==> images/layer_met1.png <==
The bar under the picture is 100 microns long. Supply wires on this layer in grey.
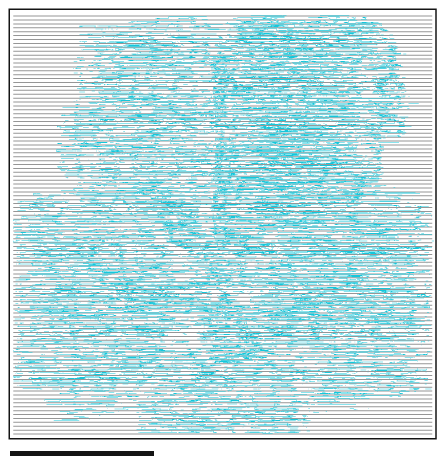
==> images/layer_met2.png <==
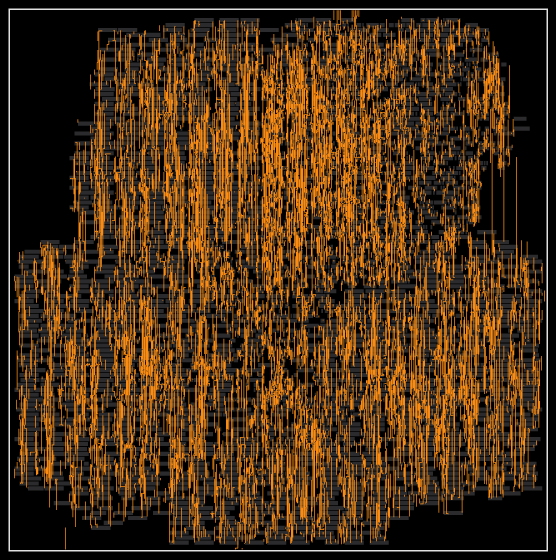
==> images/layer_met3.png <==
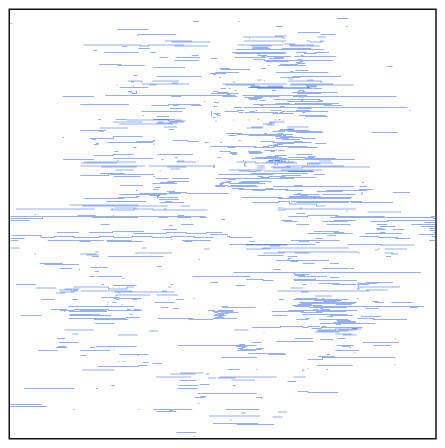
==> images/layer_met4.png <==
Supply wires on this layer in grey.
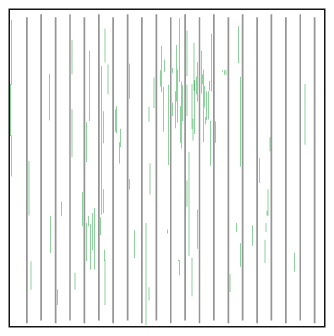
File: src/rtl/aec_pkg.sv
// Shared constants, types and character helpers for the expression calculator.
package aec_pkg;

   localparam logic [7:0] CH_LP  = 8'h28;
   localparam logic [7:0] CH_RP  = 8'h29;
   localparam logic [7:0] CH_MUL = 8'h2A;
   localparam logic [7:0] CH_ADD = 8'h2B;
   localparam logic [7:0] CH_SUB = 8'h2D;
   localparam logic [7:0] CH_EQ  = 8'h3D;
   localparam logic [7:0] CH_0   = 8'h30;
   localparam logic [7:0] CH_9   = 8'h39;
   localparam logic [7:0] CH_A   = 8'h61;
   localparam logic [7:0] CH_F   = 8'h66;

   typedef enum logic [1:0] {
      ERR_NONE = 2'd0,
      ERR_CHAR = 2'd1,
      ERR_OVFL = 2'd2,
      ERR_FORM = 2'd3
   } err_e;

   typedef enum logic [2:0] {
      S_IDLE,
      S_RECV,
      S_CONV,
      S_EVAL,
      S_DONE
   } state_e;

   typedef enum logic [2:0] {
      C_DIGIT,
      C_LP,
      C_RP,
      C_OP,
      C_EQ,
      C_BAD
   } cls_e;

   typedef struct packed {
      logic error;
      err_e code;
      logic ovf;
   } status_t;

   function automatic cls_e char_class(input logic [7:0] c);
      if ((c >= CH_0 && c <= CH_9) || (c >= CH_A && c <= CH_F)) return C_DIGIT;
      if (c == CH_LP) return C_LP;
      if (c == CH_RP) return C_RP;
      if (c == CH_MUL || c == CH_ADD || c == CH_SUB) return C_OP;
      if (c == CH_EQ) return C_EQ;
      return C_BAD;
   endfunction

   function automatic logic [1:0] prec(input logic [7:0] c);
      if (c == CH_MUL) return 2'd2;
      if (c == CH_ADD || c == CH_SUB) return 2'd1;
      return 2'd0;
   endfunction

   // '0'-'9' carry their value in the low nibble; 'a'-'f' sit 9 below theirs.
   function automatic logic [3:0] digit_val(input logic [7:0] c);
      return (c <= CH_9) ? c[3:0] : c[3:0] + 4'd9;
   endfunction

endpackage

File: src/rtl/aec_if.sv
// Character-in / result-out bundle between the front end (master) and the calculator (slave).
interface aec_if #(
   parameter int DW = 16
);
   logic          ready;
   logic [7:0]    ascii_in;
   logic          busy;
   logic          valid;
   logic [DW-1:0] result;
   logic          error;
   logic [1:0]    err_code;
   logic          ovf;

   modport master (
      output ready, ascii_in,
      input  busy, valid, result, error, err_code, ovf
   );

   modport slave (
      input  ready, ascii_in,
      output busy, valid, result, error, err_code, ovf
   );
endinterface

File: src/rtl/aec_lifo.sv
// Small stack; top is combinational, push+pop in one cycle replaces the top entry.
// Zero latency on top/count; push when full and pop when empty are dropped.
module aec_lifo #(
   parameter int WIDTH = 8,
   parameter int DEPTH = 16
) (
   input  logic                       clk,
   input  logic                       rst_n,
   input  logic                       clr,
   input  logic                       push,
   input  logic                       pop,
   input  logic [WIDTH-1:0]           din,
   output logic [WIDTH-1:0]           top,
   output logic [$clog2(DEPTH+1)-1:0] count,
   output logic                       full,
   output logic                       empty
);
   localparam int AW = $clog2(DEPTH);
   localparam int CW = $clog2(DEPTH + 1);

   logic [WIDTH-1:0] mem [DEPTH];
   logic [AW-1:0]    wr_ptr;
   logic [AW-1:0]    top_ptr;

   assign full    = (count == CW'(DEPTH));
   assign empty   = (count == '0);
   assign wr_ptr  = count[AW-1:0];
   assign top_ptr = wr_ptr - AW'(1);
   assign top     = empty ? '0 : mem[top_ptr];

   always_ff @(posedge clk or negedge rst_n) begin
      if (!rst_n) begin
         count <= '0;
      end else if (clr) begin
         count <= '0;
      end else if (push && !pop && !full) begin
         count <= count + CW'(1);
      end else if (pop && !push && !empty) begin
         count <= count - CW'(1);
      end
   end

   always_ff @(posedge clk) begin
      if (push && pop && !empty) begin
         mem[top_ptr] <= din;
      end else if (push && !pop && !full) begin
         mem[wr_ptr] <= din;
      end
   end

endmodule

File: src/rtl/aec_param.sv
// Infix ASCII expression calculator: buffer until '=', shunting-yard to postfix, evaluate on a value stack.
// valid within 3*DEPTH+4 cycles of '='; busy refuses characters from the cycle after '=' until back in IDLE.
module aec_param
   import aec_pkg::*;
#(
   parameter int DW     = 16,
   parameter int DEPTH  = 32,
   parameter int SDEPTH = 16
) (
   input logic  clk,
   input logic  rst_n,
   aec_if.slave bus
);
   localparam int IW = $clog2(DEPTH);
   localparam int VW = $clog2(SDEPTH + 1);

   state_e        state, state_n;
   logic [7:0]    in_buf [DEPTH];
   logic [7:0]    pf_buf [DEPTH];
   logic [IW-1:0] in_cnt, rd_idx, pf_cnt, ev_idx;
   err_e          err_q, err_new, err_fin;
   logic          ovf_q, ovf_new, half_q, half_n;
   logic          b_ld, clr, in_wr, pf_wr, rd_inc, ev_inc, acc, done_ld;
   logic [7:0]    cur, ev, pf_din;
   logic [DW-1:0] b_q, alu, v_din, v_top, result_q;
   logic          alu_ovf, valid_q;
   logic signed [2*DW-1:0] prod;
   status_t       stat_q;

   logic          op_push, op_pop, op_full, op_empty;
   logic [7:0]    op_top;
   logic [VW-1:0] op_cnt;
   logic          v_push, v_pop, v_full, v_empty;
   logic [VW-1:0] v_cnt;

   aec_lifo #(.WIDTH(8), .DEPTH(SDEPTH)) u_op_stack (
      .clk   (clk),
      .rst_n (rst_n),
      .clr   (clr),
      .push  (op_push),
      .pop   (op_pop),
      .din   (cur),
      .top   (op_top),
      .count (op_cnt),
      .full  (op_full),
      .empty (op_empty)
   );

   aec_lifo #(.WIDTH(DW), .DEPTH(SDEPTH)) u_val_stack (
      .clk   (clk),
      .rst_n (rst_n),
      .clr   (clr),
      .push  (v_push),
      .pop   (v_pop),
      .din   (v_din),
      .top   (v_top),
      .count (v_cnt),
      .full  (v_full),
      .empty (v_empty)
   );

   assign cur          = in_buf[rd_idx];
   assign ev           = pf_buf[ev_idx];
   assign bus.busy     = (state != S_IDLE) && (state != S_RECV);
   assign acc          = bus.ready && !bus.busy;
   assign bus.valid    = valid_q;
   assign bus.result   = result_q;
   assign bus.error    = stat_q.error;
   assign bus.err_code = stat_q.code;
   assign bus.ovf      = stat_q.ovf;

   // a is the value stack top once b has been popped into b_q.
   always_comb begin
      alu     = '0;
      alu_ovf = 1'b0;
      prod    = (2*DW)'($signed(v_top)) * (2*DW)'($signed(b_q));
      case (ev)
         CH_ADD: begin
            alu     = v_top + b_q;
            alu_ovf = (v_top[DW-1] == b_q[DW-1]) && (alu[DW-1] != v_top[DW-1]);
         end
         CH_SUB: begin
            alu     = v_top - b_q;
            alu_ovf = (v_top[DW-1] != b_q[DW-1]) && (alu[DW-1] != v_top[DW-1]);
         end
         CH_MUL: begin
            alu     = prod[DW-1:0];
            alu_ovf = (prod != (2*DW)'($signed(prod[DW-1:0])));
         end
         default: ;
      endcase
   end

   always_ff @(posedge clk or negedge rst_n) begin
      if (!rst_n) state <= S_IDLE;
      else        state <= state_n;
   end

   always_comb begin
      state_n = state;
      op_push = 1'b0;
      op_pop  = 1'b0;
      v_push  = 1'b0;
      v_pop   = 1'b0;
      v_din   = alu;
      in_wr   = 1'b0;
      pf_wr   = 1'b0;
      pf_din  = op_top;
      rd_inc  = 1'b0;
      ev_inc  = 1'b0;
      err_new = ERR_NONE;
      ovf_new = 1'b0;
      b_ld    = 1'b0;
      half_n  = half_q;
      clr     = 1'b0;
      case (state)
         S_IDLE, S_RECV: begin
            if (acc) begin
               if (bus.ascii_in == CH_EQ) begin
                  in_wr   = 1'b1;
                  state_n = S_CONV;
               end else begin
                  state_n = S_RECV;
                  if (char_class(bus.ascii_in) == C_BAD) err_new = ERR_CHAR;
                  else if (in_cnt >= IW'(DEPTH - 1))     err_new = ERR_OVFL;
                  else                                   in_wr   = (err_q == ERR_NONE);
               end
            end
         end
         S_CONV: begin
            if (err_q != ERR_NONE) begin
               state_n = S_DONE;
            end else begin
               case (char_class(cur))
                  C_DIGIT: begin
                     pf_wr  = 1'b1;
                     pf_din = cur;
                     rd_inc = 1'b1;
                  end
                  C_LP: begin
                     if (op_full) err_new = ERR_OVFL;
                     else begin op_push = 1'b1; rd_inc = 1'b1; end
                  end
                  C_RP: begin
                     if (op_empty) err_new = ERR_FORM;
                     else begin
                        op_pop = 1'b1;
                        if (op_top == CH_LP) rd_inc = 1'b1;
                        else                 pf_wr  = 1'b1;
                     end
                  end
                  C_OP: begin
                     if (op_cnt != '0 && op_top != CH_LP && prec(op_top) >= prec(cur)) begin
                        op_pop = 1'b1;
                        pf_wr  = 1'b1;
                     end else if (op_full) err_new = ERR_OVFL;
                     else begin op_push = 1'b1; rd_inc = 1'b1; end
                  end
                  C_EQ: begin
                     if (op_empty)              state_n = S_EVAL;
                     else if (op_top == CH_LP)  err_new = ERR_FORM;
                     else begin op_pop = 1'b1; pf_wr = 1'b1; end
                  end
                  default: err_new = ERR_FORM;
               endcase
               if (err_new != ERR_NONE) state_n = S_DONE;
            end
         end
         S_EVAL: begin
            // Operators take two cycles: pop b, then replace a with a op b.
            if (ev_idx == pf_cnt) begin
               if (v_cnt != VW'(1)) err_new = ERR_FORM;
               state_n = S_DONE;
            end else if (char_class(ev) == C_DIGIT) begin
               if (v_full) err_new = ERR_OVFL;
               else begin
                  v_push = 1'b1;
                  v_din  = DW'(digit_val(ev));
                  ev_inc = 1'b1;
               end
            end else if (!half_q) begin
               if (v_empty) err_new = ERR_FORM;
               else begin v_pop = 1'b1; b_ld = 1'b1; half_n = 1'b1; end
            end else begin
               if (v_empty) err_new = ERR_FORM;
               else begin
                  v_push  = 1'b1;
                  v_pop   = 1'b1;
                  ovf_new = alu_ovf;
                  half_n  = 1'b0;
                  ev_inc  = 1'b1;
               end
            end
            if (err_new != ERR_NONE) state_n = S_DONE;
         end
         S_DONE: begin
            state_n = S_IDLE;
            clr     = 1'b1;
         end
         default: state_n = S_IDLE;
      endcase
   end

   always_comb begin
      if (err_q != ERR_NONE) err_fin = err_q;
      else                   err_fin = err_new;
   end

   assign done_ld = (state_n == S_DONE) && (state != S_DONE);

   always_ff @(posedge clk or negedge rst_n) begin
      if (!rst_n) begin
         in_cnt   <= '0;
         rd_idx   <= '0;
         pf_cnt   <= '0;
         ev_idx   <= '0;
         err_q    <= ERR_NONE;
         ovf_q    <= 1'b0;
         half_q   <= 1'b0;
         b_q      <= '0;
         valid_q  <= 1'b0;
         result_q <= '0;
         stat_q   <= '0;
      end else begin
         if (clr) begin
            in_cnt <= '0;
            rd_idx <= '0;
            pf_cnt <= '0;
            ev_idx <= '0;
            err_q  <= ERR_NONE;
            ovf_q  <= 1'b0;
            half_q <= 1'b0;
         end else begin
            if (in_wr)  in_cnt <= in_cnt + IW'(1);
            if (pf_wr)  pf_cnt <= pf_cnt + IW'(1);
            if (rd_inc) rd_idx <= rd_idx + IW'(1);
            if (ev_inc) ev_idx <= ev_idx + IW'(1);
            if (err_q == ERR_NONE && err_new != ERR_NONE) err_q <= err_new;
            if (ovf_new) ovf_q <= 1'b1;
            half_q <= half_n;
         end
         if (b_ld) b_q <= v_top;
         valid_q <= done_ld;
         if (done_ld) begin
            stat_q.error <= (err_fin != ERR_NONE);
            stat_q.code  <= err_fin;
            stat_q.ovf   <= ovf_q;
            result_q     <= (err_fin != ERR_NONE) ? '0 : v_top;
         end
      end
   end

   always_ff @(posedge clk) begin
      if (in_wr) in_buf[in_cnt] <= bus.ascii_in;
      if (pf_wr) pf_buf[pf_cnt] <= pf_din;
   end

endmodule

File: src/flat_wrapper.sv
// flat-port wrapper written by rule: the top's interface ports become plain ports
module aec_param_flat import aec_pkg::*;
#(
   parameter int DW     = 16,
   parameter int DEPTH  = 32,
   parameter int SDEPTH = 16
)
  (clk, rst_n, bus_ready, bus_ascii_in, bus_busy, bus_valid, bus_result, bus_error, bus_err_code, bus_ovf);
  aec_if #(.DW(DW)) bus_i ();
  input logic clk;
  input logic rst_n;
  input wire logic [$bits(bus_i.ready)-1:0] bus_ready;
  input wire logic [$bits(bus_i.ascii_in)-1:0] bus_ascii_in;
  output wire logic [$bits(bus_i.busy)-1:0] bus_busy;
  output wire logic [$bits(bus_i.valid)-1:0] bus_valid;
  output wire logic [$bits(bus_i.result)-1:0] bus_result;
  output wire logic [$bits(bus_i.error)-1:0] bus_error;
  output wire logic [$bits(bus_i.err_code)-1:0] bus_err_code;
  output wire logic [$bits(bus_i.ovf)-1:0] bus_ovf;
  assign bus_i.ready = bus_ready;
  assign bus_i.ascii_in = bus_ascii_in;
  assign bus_busy = bus_i.busy;
  assign bus_valid = bus_i.valid;
  assign bus_result = bus_i.result;
  assign bus_error = bus_i.error;
  assign bus_err_code = bus_i.err_code;
  assign bus_ovf = bus_i.ovf;
  aec_param #(.DW(DW), .DEPTH(DEPTH), .SDEPTH(SDEPTH)) u_core (.clk(clk), .rst_n(rst_n), .bus(bus_i));
endmodule
File: config.mk
export PLATFORM = sky130hd
export DESIGN_NAME = aec_param_flat
export DESIGN_NICKNAME = d
export VERILOG_FILES = /design/src/rtl/aec_pkg.sv /design/src/rtl/aec_if.sv /design/src/rtl/aec_lifo.sv /design/src/rtl/aec_param.sv /design/src/flat_wrapper.sv
export SDC_FILE = /design/constraint.sdc
export NUM_CORES = 2
export LEC_CHECK = 0
export CAP_MARGIN = 20
export CORE_AREA = 2 2 294 296
export CTS_CLUSTER_DIAMETER = 60
export CTS_CLUSTER_SIZE = 20
export DETAILED_ROUTE_END_ITERATION = 10
export DIE_AREA = 0 0 296 298
export DONT_BUFFER_PORTS = 1
export PLACE_DENSITY = 0.75
export SYNTH_ARGS = -nofsm -noshare
export SYNTH_HDL_FRONTEND = slang
export SYNTH_SLANG_ARGS = --single-unit
File: constraint.sdc
create_clock -name clk -period 26.8 [get_ports clk]
set_input_delay 2.68 -clock clk [delete_from_list [all_inputs] [get_ports clk]]
set_output_delay 2.68 -clock clk [all_outputs]
set_load 0.05 [all_outputs]
==> flow_summary_export.csv <==
group,metric,value,unit
final_layout,nets,3927,
floorplanning,num_rows,107,
global_routing,antenna_found_initial,0,
power_and_ir_drop,seqPwrFrac,58.9,%
worst_hold_path,min_to,"u_core.err_q[1]",
drt,drt_pre_antenna_iters,9,
logic_synthesis,synth-seq-cells,970,
sta,hold_viol,0,
logic_synthesis,ys_sh_mux,10.7,%
logic_synthesis,synthArstFlopShare,7.63,%
worst_hold_path,min_path_cells,2,
critical_path,cpMostUsedCell,"inv_1",
final_layout,final_cell_count_no_fill,4711,
sta,timing.final.ws_setup,16.01,ns
critical_path,crit_path_top_delay_cell,"xnor2_1",
critical_path,reg2reg_depth,32,
critical_path,rrSetupSlack,16.01,ns
final_layout,layout.cells.most_common,"edfxtp_1",
global_routing,grt_pass1_wl,179000,microns
logic_synthesis,syn_avg_cell_area,14.4,sq um
placed_design,io_buffers,0,
logic_synthesis,synthSimpleGateAreaFrac,7.58,%
clock_network,postCtsSetupBuffers,0,
floorplanning,dieArea,88200,sq um
placed_design,dpl.cell_count,4567,
drt,met1Wirelength,48400,microns
logic_synthesis,yosysWarnings,0,
logic_synthesis,xor_share,1.48,%
final_layout,final_core_util,64.4,%
power_and_ir_drop,pwr-share-clk,40.9,%
logic_synthesis,topCombFamilyByArea,"adder cells",
critical_path,slowest_delay,0.82,ns
power_and_ir_drop,comb_power_share,0.2,%
final_layout,register_area,28800,sq um
final_layout,fillers,6029,
floorplanning,core_area,84900,sq um
logic_synthesis,netlist_area,50800,sq um
critical_path,cp-start-kind,"flip-flop",
drt,routed-wl-met3,11200,microns
placed_design,place_hpwl,78600,microns
global_routing,grt_max_degree,75,
clock_network,clockBufferDepth,3,
sta,max_freq,92.6,MHz
final_layout,postLayoutCellArea,54700,sq um
flow_run,maxCapViolations,0,
global_routing,grt_pass1_vias,29184,
drt,route.top_layer_used,"met4",
drt,wire_per_inst,24.8,microns
global_routing,grt_overflow_total,0,
worst_hold_path,hold_class,"flip-flop to flip-flop",
power_and_ir_drop,leakage,17.6,nW
sta,finalSetupViolCount,0,
final_layout,combGateArea,19900,sq um
placed_design,placed_area,52000,sq um
floorplanning,fp.dieH,298,microns
drt,route.met2.wl,54200,microns
logic_synthesis,ys_area,50800,sq um
logic_synthesis,adder_share,13.9,%
critical_path,endpoint_kind,"flip-flop",
logic_synthesis,yosys_most_used_dff,"edfxtp_1",
logic_synthesis,synth-compound-area-share,5.33,%
sta,slew_viol_final,0,
clock_network,clk_pin_slew_worst_paths,0.07,ns
sta,tightest_slew,1.20,ns
power_and_ir_drop,swShare,20.5,%
sta,fin_crit,10.79,ns
critical_path,critPathKind,"flip-flop to flip-flop",
clock_network,clock_sinks,970,
status,status,"finished, final reports clean",
critical_path,crit_start,"u_core.u_val_stack.count[0]",
final_layout,area_delta_synth_final,7.64,%
critical_path,timing.rr.end,"u_core.ovf_q",
floorplanning,initCoreUtil,59.8,%
global_routing,track_usage,27.0,%
sta,fin_crit_sh,40.3,%
placed_design,preCtsSetupSlack,15.91,ns
drt,drt_iter0_drc,3669,
sta,rsz0062_at_grt,"no",
critical_path,arrival,11.31,ns
critical_path,r2r-start,"u_core.u_val_stack.count[0]",
power_and_ir_drop,powerDensity,51.1,nW/um^2
clock_network,clock_latency,0.66,ns
drt,antenna_left,0,
logic_synthesis,syn-instance-count,3530,
## Picture notes: layer_met1.png
nets with wire on the layer: 3739
share of all routed wire: 41%
longest straight run: 65.8 microns
main direction: horizontal
met1 Use GR: 39.8%
vias: 29489
final WL: 117000 microns

## Picture notes: layer_met2.png
wire length on this layer: 54.2 mm
nets with wire on the layer: 3340
M2 GR Usage: 41.5%

## Picture notes: layer_met3.png
nets with wire on the layer: 473
longest straight run: 130 microns
share of all routed wire: 9.6%
wire length on this layer: 11200 microns
main direction: horizontal
met3 Track Usage GR: 5.69%

## Picture notes: layer_met4.png
nets with wire on the layer: 61
main direction: vertical

==> cells in the mapped netlist, types with 31 or more instances <==
library cell    n  area, sq um
a21oi_1        72          360
and3_1         34          213
clkbuf_1      108          405
dfrtp_1        74         1850
edfxtp_1      896        26900
fa_1          265         5310
ha_1          141         1760
inv_1         373         1400
mux2i_1        90          901
mux4_2        198         4460
nand2_1       252          946
nand3_1        60          300
nor2_1        340         1280
o21ai_0        71          355
xnor2_1        53          464
xor2_1         31          272
==> flip-flops by register name, indices dropped and copies added (netlist names), 5 cells and up <==
| register | cells |
|---|---|
| u_core.in_cnt | 5 |
| u_core.b_q | 16 |
| u_core.in_buf | 256 |
| u_core.u_val_stack.mem | 256 |
| u_core.pf_buf | 256 |
| u_core.bus.result | 16 |
| u_core.u_op_stack.mem | 128 |
| u_core.rd_idx | 5 |
| u_core.ev_idx | 5 |
| u_core.u_val_stack.count | 5 |
| u_core.u_op_stack.count | 5 |
| u_core.pf_cnt | 5 |
==> cell families after synthesis <==
| logic type | after synthesis |
|---|---|
| buffers and inverters | 544 |
| adders and majority gates | 406 |
| and+or+nand+nor | 850 |
| AOI/OAI and AO/OA | 380 |
| DFF | 970 |
| muxes | 295 |
| xor gates and xnor gates | 85 |
==> worst max-delay path: cells and delay by family, from the launching register on <==
kind	cells	cell delay (ns)
compound gates	7	1.78
xor+xnor	1	0.82
buf+inv	9	2.04
simple gates	6	0.92
fa+ha+maj	8	3.74
mux	1	0.60
flops	1	0.74
==> cell type report <==
type                            count  area share, %
Sequential cell                   970           52.6
Antenna cell                        2        0.00916
Inverter                          377           2.59
Clock buffer                       84           3.50
Tap cell                         1144           2.62
Clock inverter                     45           1.05
Multi-Input combinational cell   2016           36.5
Timing Repair Buffer               73           1.12
==> layer usage <==
layer	vias to the layer above	global-route usage, %
li1	12740	-
met1	15043	39.8
met2	1488	41.5
met3	218	5.69
met4	0	7.34
met5	-	0
==> stage by stage <==
stage | hold slack, ns | total power, mW
after floorplan | 0.490 | 1.68
after global routing | 0.590 | 2.86
after global placement | 0.526 | 1.69
after detailed placement | 0.528 | 1.69
after CTS | 0.547 | 2.81
final | 0.551 | 2.80
==> how the worst max path moves through the flow <==
stage | to | cells past startpoint
floorplan | u_core.ovf_q | 41
global placement | u_core.ovf_q | 32
detailed placement | u_core.ovf_q | 32
CTS | u_core.ovf_q | 32
global route | u_core.ovf_q | 32
finish | u_core.ovf_q | 32
==> power groups by stage <==
stage          combinational [mW]  clock [mW]  sequential, mW
2_1_floorplan             0.00396           0            1.68
5_1_grt                   0.00568        1.21            1.65
6_report                  0.00490        1.14            1.65
3_5_place_dp              0.00485           0            1.68
3_3_place_gp              0.00462           0            1.68
4_1_cts                   0.00487        1.16            1.65
No activity file was given, so power comes from the tool's default toggle rates.
